--- src/rtl/alu_pkg.sv ---
// Shared opcode constants, FSM state type and default widths for the ALU
// writeback stage and its register file.
package alu_pkg;

  localparam int DATA_W = 16;
  localparam int ADDR_W = 4;

  localparam logic [3:0] OP_ADD = 4'd0;
  localparam logic [3:0] OP_SUB = 4'd1;
  localparam logic [3:0] OP_AND = 4'd2;
  localparam logic [3:0] OP_OR  = 4'd3;
  localparam logic [3:0] OP_MUL = 4'd4;
  localparam logic [3:0] OP_DIV = 4'd5;
  localparam logic [3:0] OP_SHL = 4'd7;
  localparam logic [3:0] OP_SHR = 4'd8;
  localparam logic [3:0] OP_ROL = 4'd9;
  localparam logic [3:0] OP_ROR = 4'd11;

  typedef enum logic [1:0] {
    IDLE  = 2'd0,
    WR_LO = 2'd1,
    WR_HI = 2'd2
  } wb_state_e;

  function automatic logic op_is_defined(input logic [3:0] op);
    case (op)
      OP_ADD, OP_SUB, OP_AND, OP_OR, OP_MUL,
      OP_DIV, OP_SHL, OP_SHR, OP_ROL, OP_ROR: op_is_defined = 1'b1;
      default:                                op_is_defined = 1'b0;
    endcase
  endfunction

endpackage

--- src/rtl/regfile_2r1w.sv ---
// Register file with two asynchronous read ports and one synchronous write
// port; entry 0 is hardwired to zero and swallows writes.
module regfile_2r1w #(
  parameter int DATA_W  = 16,
  parameter int REG_CNT = 16,
  parameter int ADDR_W  = 4
) (
  input  logic              clk,
  input  logic              reset,
  input  logic              we,
  input  logic [ADDR_W-1:0] waddr,
  input  logic [DATA_W-1:0] wdata,
  input  logic [ADDR_W-1:0] raddr_a,
  input  logic [ADDR_W-1:0] raddr_b,
  output logic [DATA_W-1:0] rdata_a,
  output logic [DATA_W-1:0] rdata_b
);

  logic [DATA_W-1:0] mem_q [REG_CNT];

  // NOTE: the array is reset on purpose -- a reset mid-writeback must leave
  // every architectural register at zero, which rules out a plain RAM macro.
  always_ff @(posedge clk or posedge reset) begin
    if (reset) begin
      for (int i = 0; i < REG_CNT; i++) mem_q[i] <= '0;
    end else if (we && (waddr != '0)) begin
      mem_q[waddr] <= wdata;
    end
  end

  // Same-cycle reads see the pre-write contents since the array only moves on the edge.
  assign rdata_a = (raddr_a == '0) ? '0 : mem_q[raddr_a];
  assign rdata_b = (raddr_b == '0) ? '0 : mem_q[raddr_b];

endmodule

--- src/rtl/alu_writeback.sv ---
// ALU result writeback: accepts one result bundle, writes one or two words to
// the register file. Optional {N,Z,V} status output under ALU_WB_STATUS_EN.
module alu_writeback #(
  parameter int DATA_W  = alu_pkg::DATA_W,
  parameter int REG_CNT = 16
) (
  input  logic                         clk,
  input  logic                         reset,
  input  logic                         in_valid,
  output logic                         in_ready,
  input  logic [3:0]                   opcode,
  input  logic [alu_pkg::ADDR_W-1:0]   dest,
  input  logic [2*DATA_W-1:0]          result,
  input  logic [DATA_W-1:0]            remainder,
  input  logic                         overflow,
  input  logic [alu_pkg::ADDR_W-1:0]   rd_addr_a,
  input  logic [alu_pkg::ADDR_W-1:0]   rd_addr_b,
  output logic [DATA_W-1:0]            rd_data_a,
  output logic [DATA_W-1:0]            rd_data_b,
`ifdef ALU_WB_STATUS_EN
  output logic [2:0]                   status,
`endif
  output logic                         ovf_err,
  output logic                         bad_op
);

  import alu_pkg::*;

  wb_state_e           state_q;
  logic [3:0]          opcode_q;
  logic [ADDR_W-1:0]   dest_q;
  logic [2*DATA_W-1:0] result_q;
  logic [DATA_W-1:0]   remainder_q;
  logic                overflow_q;
  logic                bad_op_q;

  logic                wr_en;
  logic [ADDR_W-1:0]   wr_addr;
  logic [DATA_W-1:0]   wr_data;
  logic [ADDR_W-1:0]   dest_hi;

  // NOTE: state and holding registers use non-blocking assignments so every
  // read in this block sees the pre-edge values.
  always_ff @(posedge clk or posedge reset) begin
    if (reset) begin
      state_q     <= IDLE;
      opcode_q    <= '0;
      dest_q      <= '0;
      result_q    <= '0;
      remainder_q <= '0;
      overflow_q  <= 1'b0;
      bad_op_q    <= 1'b0;
    end else begin
      bad_op_q <= 1'b0;
      case (state_q)
        IDLE: begin
          if (in_valid) begin
            opcode_q    <= opcode;
            dest_q      <= dest;
            result_q    <= result;
            remainder_q <= remainder;
            overflow_q  <= overflow;
            if (op_is_defined(opcode)) state_q  <= WR_LO;
            else                       bad_op_q <= 1'b1;
          end
        end
        WR_LO:   state_q <= (opcode_q == OP_MUL || opcode_q == OP_DIV) ? WR_HI : IDLE;
        WR_HI:   state_q <= IDLE;
        default: state_q <= IDLE;
      endcase
    end
  end

  // The high word lands in the next register up, wrapping 15 -> 0.
  assign dest_hi = dest_q + 1'b1;

  // NOTE: every output of this block gets a default first so no latch is inferred.
  always_comb begin
    wr_en   = 1'b0;
    wr_addr = dest_q;
    wr_data = result_q[DATA_W-1:0];
    case (state_q)
      WR_LO: wr_en = 1'b1;
      WR_HI: begin
        wr_en   = 1'b1;
        wr_addr = dest_hi;
        wr_data = (opcode_q == OP_MUL) ? result_q[2*DATA_W-1:DATA_W] : remainder_q;
      end
      default: ;
    endcase
  end

  regfile_2r1w #(
    .DATA_W  (DATA_W),
    .REG_CNT (REG_CNT),
    .ADDR_W  (ADDR_W)
  ) u_regfile (
    .clk     (clk),
    .reset   (reset),
    .we      (wr_en),
    .waddr   (wr_addr),
    .wdata   (wr_data),
    .raddr_a (rd_addr_a),
    .raddr_b (rd_addr_b),
    .rdata_a (rd_data_a),
    .rdata_b (rd_data_b)
  );

  assign in_ready = (state_q == IDLE);
  assign ovf_err  = (state_q == WR_LO) && !overflow_q;
  assign bad_op   = bad_op_q;

`ifdef ALU_WB_STATUS_EN
  logic [2:0] status_q;

  // V is sticky; only reset clears it.
  always_ff @(posedge clk or posedge reset) begin
    if (reset) begin
      status_q <= '0;
    end else if (state_q == WR_LO) begin
      status_q <= {result_q[DATA_W-1], (result_q[DATA_W-1:0] == '0), status_q[0] | !overflow_q};
    end
  end

  assign status = status_q;
`endif

endmodule

--- config.mk ---
export PLATFORM = sky130hd
export DESIGN_NAME = alu_writeback
export DESIGN_NICKNAME = d
export VERILOG_FILES = /design/src/rtl/alu_pkg.sv /design/src/rtl/regfile_2r1w.sv /design/src/rtl/alu_writeback.sv
export SDC_FILE = /design/constraint.sdc
export NUM_CORES = 1
export LEC_CHECK = 0
export ABC_AREA = 1
export CORE_ASPECT_RATIO = 0.5
export CORE_MARGIN = 4
export CORE_UTILIZATION = 61
export DETAILED_ROUTE_END_ITERATION = 12
export PLACE_DENSITY_LB_ADDON = 0.05
export REMOVE_ABC_BUFFERS = 1
export SKIP_CTS_REPAIR_TIMING = 1
export SYNTH_ARGS = -nofsm -noshare
export SYNTH_HDL_FRONTEND = slang
export SYNTH_HIERARCHICAL = 1
export SYNTH_SLANG_ARGS = --single-unit
--- constraint.sdc ---
create_clock -name clk -period 11.6 [get_ports clk]
set_input_delay 1.74 -clock clk [delete_from_list [all_inputs] [get_ports clk]]
set_output_delay 1.74 -clock clk [all_outputs]
set_load 0.05 [all_outputs]
Figure 1. Cell placement (run 1).
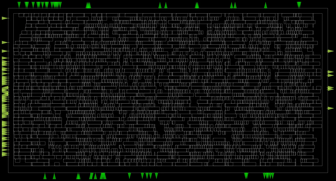
fill count: 2,549
placeable core region: 29,000 sq um

Figure 2. Gate families picked out (run 1).
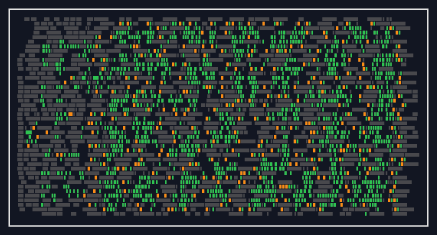
family	colour	cells	most used	where
nand cells	green	1,389	nand2_1	all over the die
aoi and oai cells	orange	281	o21ai_0	all over the die

Figure 3. Metal 2 (run 1).
Cells faint in the background.
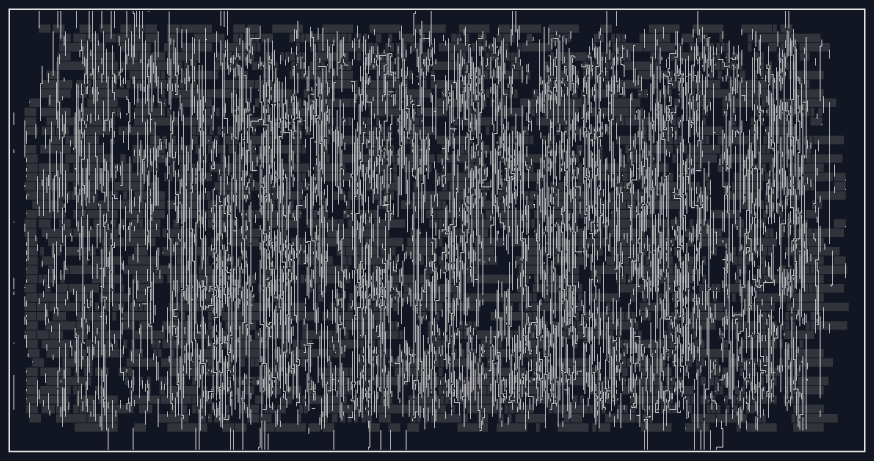
nets with wire on the layer	1,876
main direction	vertical
share of all routed wire	42%
wire length on this layer	22.3 mm

==> results_slide.txt, run 1 <==
Run Summary

CTS
  – Clock insertion delay at the later pin of the skew report: 0.57 ns
  – CTS clock-pin slew for the worst setup and hold paths: 0.07 ns
  – Cts bufs inserted: 30
  – Clock tree from TritonCTS: done

Place
  – Placed Instances: 2,920

Floorplan
  – Die X: 250 um
  – Number of rows created at floorplan: 44

STA
  – Tcrit/Tclk final: 60.1%
  – Max-slew violations: 0
  – RSZ-0062 raised after global routing: false
  – Setup slack after layout: 4.62 ns
  – TNS Setup: 0 ns
  – Transition time at the pin with the least slew margin: 1.18 ns

Cells and area
  – Biggest registers after layout: u_regfile/mem_q x256, result_q x32, remainder_q x16
  – Layout multi-input combinational cell count: 1,751
  – Biggest cell category by area in the final layout: logic gates

Detailed routing
  – Number of antenna-violating nets in the routed design: 0

Run status
  – Outcome: finished clean

Logic synthesis
  – Post-Syn Area: 17,900 sq um
  – Warnings, synthesis: 6

Global routing
  – Initial antenna violation count: 0

Worst setup path
  – Launch point of the worst path: rd_addr_a[2]

Run
  – Tool warning count: 29
[run 1: metal layers]
metal	GRT usage (%)	wire, um	vias to the layer above
li1	-	-	7968
met1	46.9	22500	7623
met2	49.3	22300	882
met3	10.1	7300	146
met4	9.97	1600	0
met5	0	0	-
[run 1: cell usage after synthesis]
master	count
sky130_fd_sc_hd__nand2_1	1013
sky130_fd_sc_hd__nand3_1	372
sky130_fd_sc_hd__inv_1	321
sky130_fd_sc_hd__dfrtp_1	316
sky130_fd_sc_hd__o21ai_0	241
sky130_fd_sc_hd__clkbuf_1	85
sky130_fd_sc_hd__buf_2	81
sky130_fd_sc_hd__mux2_2	48
sky130_fd_sc_hd__a21oi_1	35
sky130_fd_sc_hd__nor2_1	13
sky130_fd_sc_hd__buf_1	11
sky130_fd_sc_hd__inv_2	6
sky130_fd_sc_hd__buf_4	4
sky130_fd_sc_hd__ha_1	4
sky130_fd_sc_hd__mux2_4	4
sky130_fd_sc_hd__o21ai_1	4
sky130_fd_sc_hd__buf_6	3
sky130_fd_sc_hd__clkbuf_8	3
sky130_fd_sc_hd__nor2_2	3
sky130_fd_sc_hd__nor3_2	2
sky130_fd_sc_hd__xor2_1	2
sky130_fd_sc_hd__a21boi_0	1
sky130_fd_sc_hd__nand2_2	1
sky130_fd_sc_hd__nand2_4	1
sky130_fd_sc_hd__nand3b_1	1
sky130_fd_sc_hd__nand4_1	1
sky130_fd_sc_hd__nor2_4	1
sky130_fd_sc_hd__nor3b_1	1
sky130_fd_sc_hd__nor4_2	1
sky130_fd_sc_hd__nor4_4	1
sky130_fd_sc_hd__xnor2_1	1
[run 1: where the power goes]
group | switching [mW] | internal, mW | total, mW
registers | 0.213 | 1.56 | 1.77
logic | 1.25 | 0.591 | 1.85
clock network | 0.439 | 0.553 | 0.992
total | 1.91 | 2.70 | 4.61
[run 1: logic make-up (layout without fill, tap and decap cells)]
family	after synthesis	in the layout
flops	316	316
simple gates	1411	1411
xor+xnor	3	3
mux	52	52
compound gates	281	281
fa+ha+maj	4	4
buf+inv	514	516
[run 1: final timing paths]
kind,to,cells after the start
max in group asynchronous,u_regfile/mem_q[142]$_DFFE_PP0P_,3
hold / removal,u_regfile/mem_q[246]$_DFFE_PP0P_,0
hold reg to reg,u_regfile/mem_q[246]$_DFFE_PP0P_,0
setup reg to reg,u_regfile/mem_q[80]$_DFFE_PP0P_,8
min in group asynchronous,u_regfile/mem_q[239]$_DFFE_PP0P_,2
setup / recovery,rd_data_a[10],10
[run 1: worst max-delay path, cell delays in order]
cell	delay (ns)
sky130_fd_sc_hd__clkdlybuf4s50_1	0.46
sky130_fd_sc_hd__buf_4	0.35
sky130_fd_sc_hd__inv_2	0.32
sky130_fd_sc_hd__nor2_2	0.65
sky130_fd_sc_hd__buf_4	0.37
sky130_fd_sc_hd__nand2_1	0.08
sky130_fd_sc_hd__nand2_1	0.08
sky130_fd_sc_hd__inv_1	0.04
sky130_fd_sc_hd__a21oi_1	0.25
sky130_fd_sc_hd__clkdlybuf4s50_1	0.86
## Run 2: what changed since run 1
- clock period: 11.6 -> 6.8 ns (I/O delays scaled with it)
==> run 2 against run 1 <==
Net effect: clock power is 67% higher; total power is 70% higher; highest routed layer unchanged; flip-flop count stayed put; register-to-register slack worse by 4.7 ns; sequential power is 71% higher; non-clock buffer count stayed put; core utilization is 0.091 points lower; largest power group unchanged; hold slack worse by 0.0036 ns; synthesized area stayed put.
==> results_slide.txt, run 2 <==
Run Summary

Logic synthesis
  – Post-Syn Area: 17,900 sq um (unchanged)
  – Warnings, synthesis: 6 (unchanged)
  – Proportion of register bits with asynchronous set or reset after synthesis: 100% (unchanged)
  – Commonest flop: sky130_fd_sc_hd__dfrtp_1 (unchanged)

Run
  – Tool warning count: 31 (was 29)

Pwr
  – Fraction of power consumed by sequential logic: 38.4% (about the same)
  – Switching power share of the total: 41.5% (was 41.4%)
  – Combinational Power Share: 40.5% (was 40.1%)
  – Sw power: 3.26 mW (was 1.91 mW)

Detailed routing
  – Met1 Wirelength: 22.9 mm (was 22.5 mm)
  – Number of antenna-violating nets in the routed design: 0 (unchanged)
  – Met2 wire length: 23.2 mm (was 22.3 mm)
  – Highest routing layer actually used: met4 (unchanged)

Floorplan
  – Placeable core region: 29,000 sq um (unchanged)

CTS
  – Clock insertion delay at the later pin of the skew report: 0.57 ns (about the same)
  – Clock tree from TritonCTS: done (unchanged)

STA
  – Max-slew violations: 0 (unchanged)
  – Transition time at the pin with the least slew margin: 1.23 ns (was 1.18 ns)
  – RSZ-0062 raised after global routing: false (unchanged)

Global routing
  – Initial antenna violation count: 0 (unchanged)

Worst setup path
  – Launch point of the worst path: rd_addr_b[0] (was rd_addr_a[2])
  – Destination of the worst register-to-register timing path: u_regfile/mem_q[183]$_DFFE_PP0P_ (was u_regfile/mem_q[80]$_DFFE_PP0P_)

Cells and area
  – Fill count: 2,562 (was 2,549)

Run status
  – Outcome: finished clean (unchanged)
## run 2: kinds of logic after synthesis
| group | count (synthesis) |
|---|---|
| compound gates | 281 |
| flops | 316 |
| xor+xnor | 3 |
| simple gates | 1411 |
| mux | 52 |
| buf+inv | 514 |
| fa+ha+maj | 4 |
## run 2: worst min-delay path by stage
| stage | startpoint | to | cells after the start |
|---|---|---|---|
| after floorplan | u_regfile/mem_q[240]$_DFFE_PP0P_ | u_regfile/mem_q[240]$_DFFE_PP0P_ | 0 |
| after global placement | u_regfile/mem_q[246]$_DFFE_PP0P_ | u_regfile/mem_q[246]$_DFFE_PP0P_ | 0 |
| after detailed placement | u_regfile/mem_q[254]$_DFFE_PP0P_ | u_regfile/mem_q[254]$_DFFE_PP0P_ | 0 |
| after CTS | u_regfile/mem_q[253]$_DFFE_PP0P_ | u_regfile/mem_q[253]$_DFFE_PP0P_ | 0 |
| after global routing | u_regfile/mem_q[243]$_DFFE_PP0P_ | u_regfile/mem_q[243]$_DFFE_PP0P_ | 0 |
| final | u_regfile/mem_q[245]$_DFFE_PP0P_ | u_regfile/mem_q[245]$_DFFE_PP0P_ | 0 |
## run 2: final cells by class
| type | instances | area [sq um] | share of cell area, % |
|---|---|---|---|
| inverter | 327 | 1240 | 6.26 |
| clock inverter | 7 | 90.1 | 0.455 |
| multi-input combinational | 1751 | 7960 | 40.2 |
| timing repair buffer | 135 | 1270 | 6.40 |
| clock buffer | 44 | 842 | 4.25 |
| tap | 391 | 489 | 2.47 |
| sequential | 316 | 7910 | 39.9 |
## run 2: metal layers
layer	global-route usage, %	vias to the layer above
li1	-	7967
met1	48.5	7876
met2	51.6	951
met3	8.06	134
met4	9.29	0
met5	0	-
## run 2: power by group through the flow
stage | Clock (mW) | Sequential, mW | Combinational, mW
finish | 1.66 | 3.02 | 3.18
global route | 1.77 | 3.10 | 3.57
CTS | 1.68 | 3.01 | 3.13
detailed placement | 0 | 3.03 | 3.11
global placement | 0 | 3.01 | 3.04
floorplan | 0 | 2.95 | 2.19
## run 2: per-stage QoR
stage / util, % / hold slack, ns / instance area (sq um) / instances
finish: 68.4 / 0.378 / 19800 / 2971
global route: 68.4 / 0.388 / 19800 / 2971
CTS: 68.4 / 0.381 / 19800 / 2971
detailed placement: 65.1 / 0.366 / 18900 / 2920
global placement: 65.1 / 0.365 / 18900 / 2920
floorplan: - / 0.354 / 17100 / 2394
## run 2: worst max-delay path, cell delays in order
cell	delay [ns]
sky130_fd_sc_hd__buf_4	0.61
sky130_fd_sc_hd__inv_4	0.58
sky130_fd_sc_hd__buf_4	0.46
sky130_fd_sc_hd__nand2_1	0.12
sky130_fd_sc_hd__nand3_1	0.07
sky130_fd_sc_hd__nand2_1	0.10
sky130_fd_sc_hd__nand2_1	0.05
sky130_fd_sc_hd__nand2_1	0.07
sky130_fd_sc_hd__inv_1	0.03
sky130_fd_sc_hd__a21oi_1	0.19
sky130_fd_sc_hd__clkdlybuf4s50_1	0.84
Figure 4. Metal 2 (run 2).
Cells faint in the background.
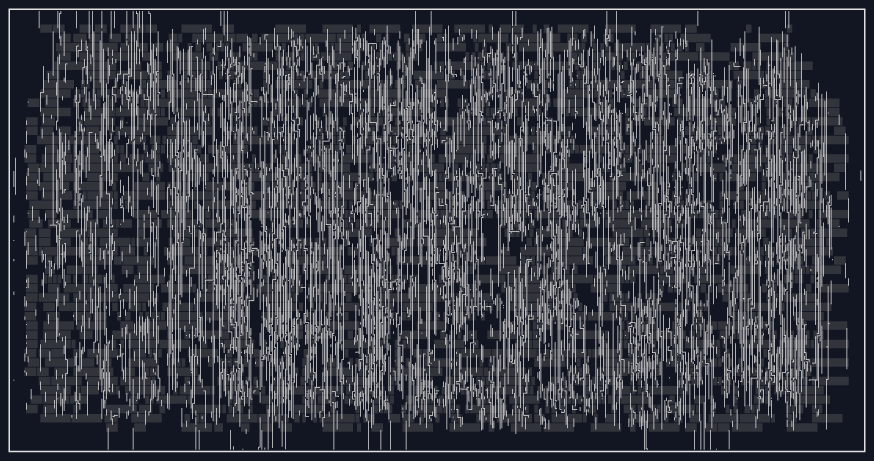
main direction	vertical
share of all routed wire	43%
total length of routed wires: 54.4 mm
total via count after detailed routing: 16,900
M2 GR Usage: 51.6%

Figure 5. Cell placement (run 2).
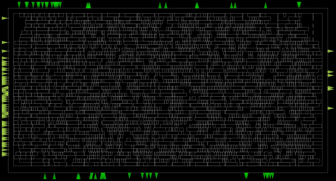
final standard cell count with taps included and fillers excluded: 2,971
Well-Tap Cells: 391

## Run 3: what changed since run 2
- CORE_UTILIZATION: 61 -> 55
- clock period: 6.8 -> 4.25 ns (I/O delays scaled with it)
==> run 3 against run 2 <==
Net effect: sequential power rose by about 60%; total power rose by 63%; critical path type unchanged; core utilization fell by 4.2 points; hold slack barely moved; final cell count rose by 2.3%.
==> results_slide.txt, run 3 <==
Run Summary

Run status
  – Outcome: finished clean (unchanged)

Pwr
  – Switching power share of the total: 41.2% (was 41.5%)
  – Relative contribution of the clock network to total power: 21.0% (was 21.1%)
  – Total power divided by cell area: 626 nW/um^2 (was 396 nW/um^2)
  – Combinational Power Share: 41.3% (was 40.5%)
  – Sw power: 5.28 mW (was 3.26 mW)
  – Fraction of power consumed by sequential logic: 37.7% (was 38.4%)

Detailed routing
  – Total via count after detailed routing: 16,700 (was 16,900)
  – Total length of routed wires: 55.9 mm (was 54.4 mm)
  – Highest routing layer actually used: met4 (unchanged)
  – Routed wl met3: 6.50 mm (was 6.83 mm)
  – Met1 Wirelength: 24.4 mm (was 22.9 mm)
  – Total DRC errors in the routed layout: 0 (unchanged)

CTS
  – CTS clock-pin slew for the worst setup and hold paths: 0.06 ns (was 0.07 ns)
  – Number of sinks on the clock net: 316 (unchanged)
  – Cts bufs inserted: 31 (was 29)

STA
  – Max-slew violations: 0 (unchanged)
  – RSZ-0062 raised after global routing: false (unchanged)
  – Tcrit/Tclk final: 84.2%

Worst setup path
  – Critical path capture point type: output pin (unchanged)
  – Worst Reg-to-Reg Cells: 11 (was 9)
  – Launch point of the worst path: rd_addr_a[2] (was rd_addr_b[0])

Floorplan
  – Number of rows created at floorplan: 46 (was 44)
  – Placeable core region: 31,900 sq um (was 29,000 sq um)
  – Die X: 263 um (was 250 um)

Global routing
  – Initial antenna violation count: 0 (unchanged)

Cells and area
  – Final design utilization: 64.2% (was 68.4%)
  – Layout Cell Area excl Fill: 20,500 sq um (was 19,800 sq um)

Logic synthesis
  – Post-Syn Area: 17,900 sq um (unchanged)
  – Leading post-synthesis cells by instance count: 1,013 x sky130_fd_sc_hd__nand2_1, 372 x sky130_fd_sc_hd__nand3_1, 321 x sky130_fd_sc_hd__inv_1 (unchanged)
  – Commonest flop: sky130_fd_sc_hd__dfrtp_1 (unchanged)
  – Area fraction in and, or, nand and nor cells: 32.6% (unchanged)
  – Top cell type by instance count after synthesis: sky130_fd_sc_hd__nand2_1 (unchanged)
  – Number of synthesized flops with an enable pin: 0 (unchanged)

Hold path
  – Hold wc startpoint: u_regfile/mem_q[247]$_DFFE_PP0P_ (was u_regfile/mem_q[245]$_DFFE_PP0P_)
  – Tightest Hold Check Type: reg2reg (unchanged)
  – Worst Hold Path Cells: 0 (unchanged)

Run
  – Tool warning count: 29 (was 31)
run 3: power by group through the flow:
stage	registers (mW)	clock network [mW]	logic, mW
floorplan	4.72	0	3.51
global placement	4.83	0	5.11
detailed placement	4.86	0	5.22
CTS	4.82	2.73	5.24
global route	4.97	2.86	5.94
finish	4.83	2.69	5.30
run 3: worst max-delay path, cell delays in order:
cell	delay (ns)
sky130_fd_sc_hd__clkdlybuf4s50_1	0.68
sky130_fd_sc_hd__nor4_4	0.99
sky130_fd_sc_hd__buf_4	0.33
sky130_fd_sc_hd__a21oi_1	0.11
sky130_fd_sc_hd__buf_12	0.18
run 3: logic make-up (layout without fill, tap and decap cells):
logic type / Yosys count / in the layout
AND-OR/OR-AND: 281 / 281
XOR/XNOR: 3 / 3
adder cells (fa/ha/maj): 4 / 4
buffers and inverters: 514 / 541
flip-flops: 316 / 316
multiplexers: 52 / 52
AND/OR/NAND/NOR: 1411 / 1411
run 3: final timing paths:
kind / end / slack, ns
max in group asynchronous: u_regfile/mem_q[136]$_DFFE_PP0P_ / 2.70
worst min-delay path: u_regfile/mem_q[247]$_DFFE_PP0P_ / 0.38
min in group asynchronous: u_regfile/mem_q[188]$_DFFE_PP0P_ / 0.69
worst max register to register: u_regfile/mem_q[189]$_DFFE_PP0P_ / 1.38
worst max-delay path: rd_data_a[14] / 0.67
worst min register to register: u_regfile/mem_q[247]$_DFFE_PP0P_ / 0.38
run 3: cell type report:
type	instances	area [sq um]
multi-input cells	1751	7950
inverters	327	1240
clock inverters	5	31.3
well taps	432	541
flip-flops and latches	316	7910
clock buffers	50	937
repair buffers	159	1850
fillers	2906	11400
run 3: routing by layer:
metal	up-vias	GRT usage, %
met5	-	0
met4	0	8.16
met3	119	7.49
met2	817	47.0
met1	7783	45.2
li1	8007	-
run 3: through the flow:
stage	setup TNS [ns]	setup slack [ns]	instances	hold slack (ns)	total power, mW
6_report	0	0.671	3040	0.377	12.8
5_1_grt	0	0.761	3040	0.386	13.8
4_1_cts	0	0.780	3040	0.380	12.8
3_5_place_dp	0	0.794	2985	0.366	10.1
3_3_place_gp	0	0.822	2985	0.365	9.94
2_1_floorplan	-877.89	-3.43	2394	0.354	8.23
Figure 6. Gate families picked out (run 3).
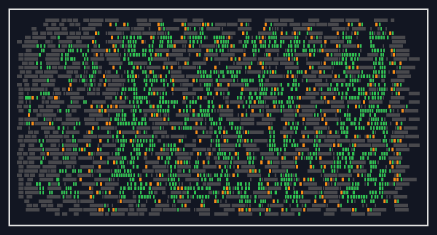
family	colour	cells	most used	where
nand cells	green	1,389	nand2_1	all over the die
aoi and oai cells	orange	281	o21ai_0	all over the die

Figure 7. Routed clock nets over the placement (run 3).
Bar = 100 um.
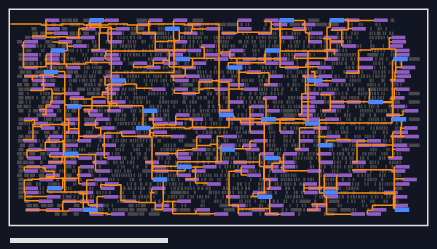
[clock wires] orange | length: 4,200 um
[flip-flops] purple | count: 316
[clock-net drivers] blue | count: 31
flops lie	all over the die
routed clock nets	32
clock insertion delay at the later pin of the skew report: 0.58 ns
clock-net power: 2.69 mW
largest clock skew in the final design: 0.0146 ns


## Gallery

Placement by cell class.
Bar = 100 um.
Plate I
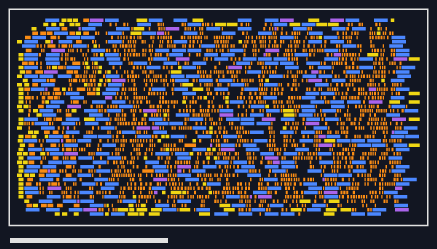
Plate II
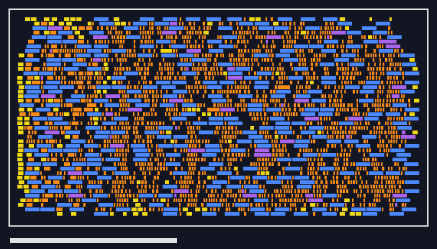
| picture | from |
|---|---|
| Plate II | run 2 |
| Plate I | run 3 |

Key to Plate I:
class	colour	cells
clock drivers and dummy loads	purple	55
sequential cells	blue	316
remaining logic cells	orange	2,078
remaining buffers and delay cells	yellow	159

Power is estimated from default activity; no workload was simulated.
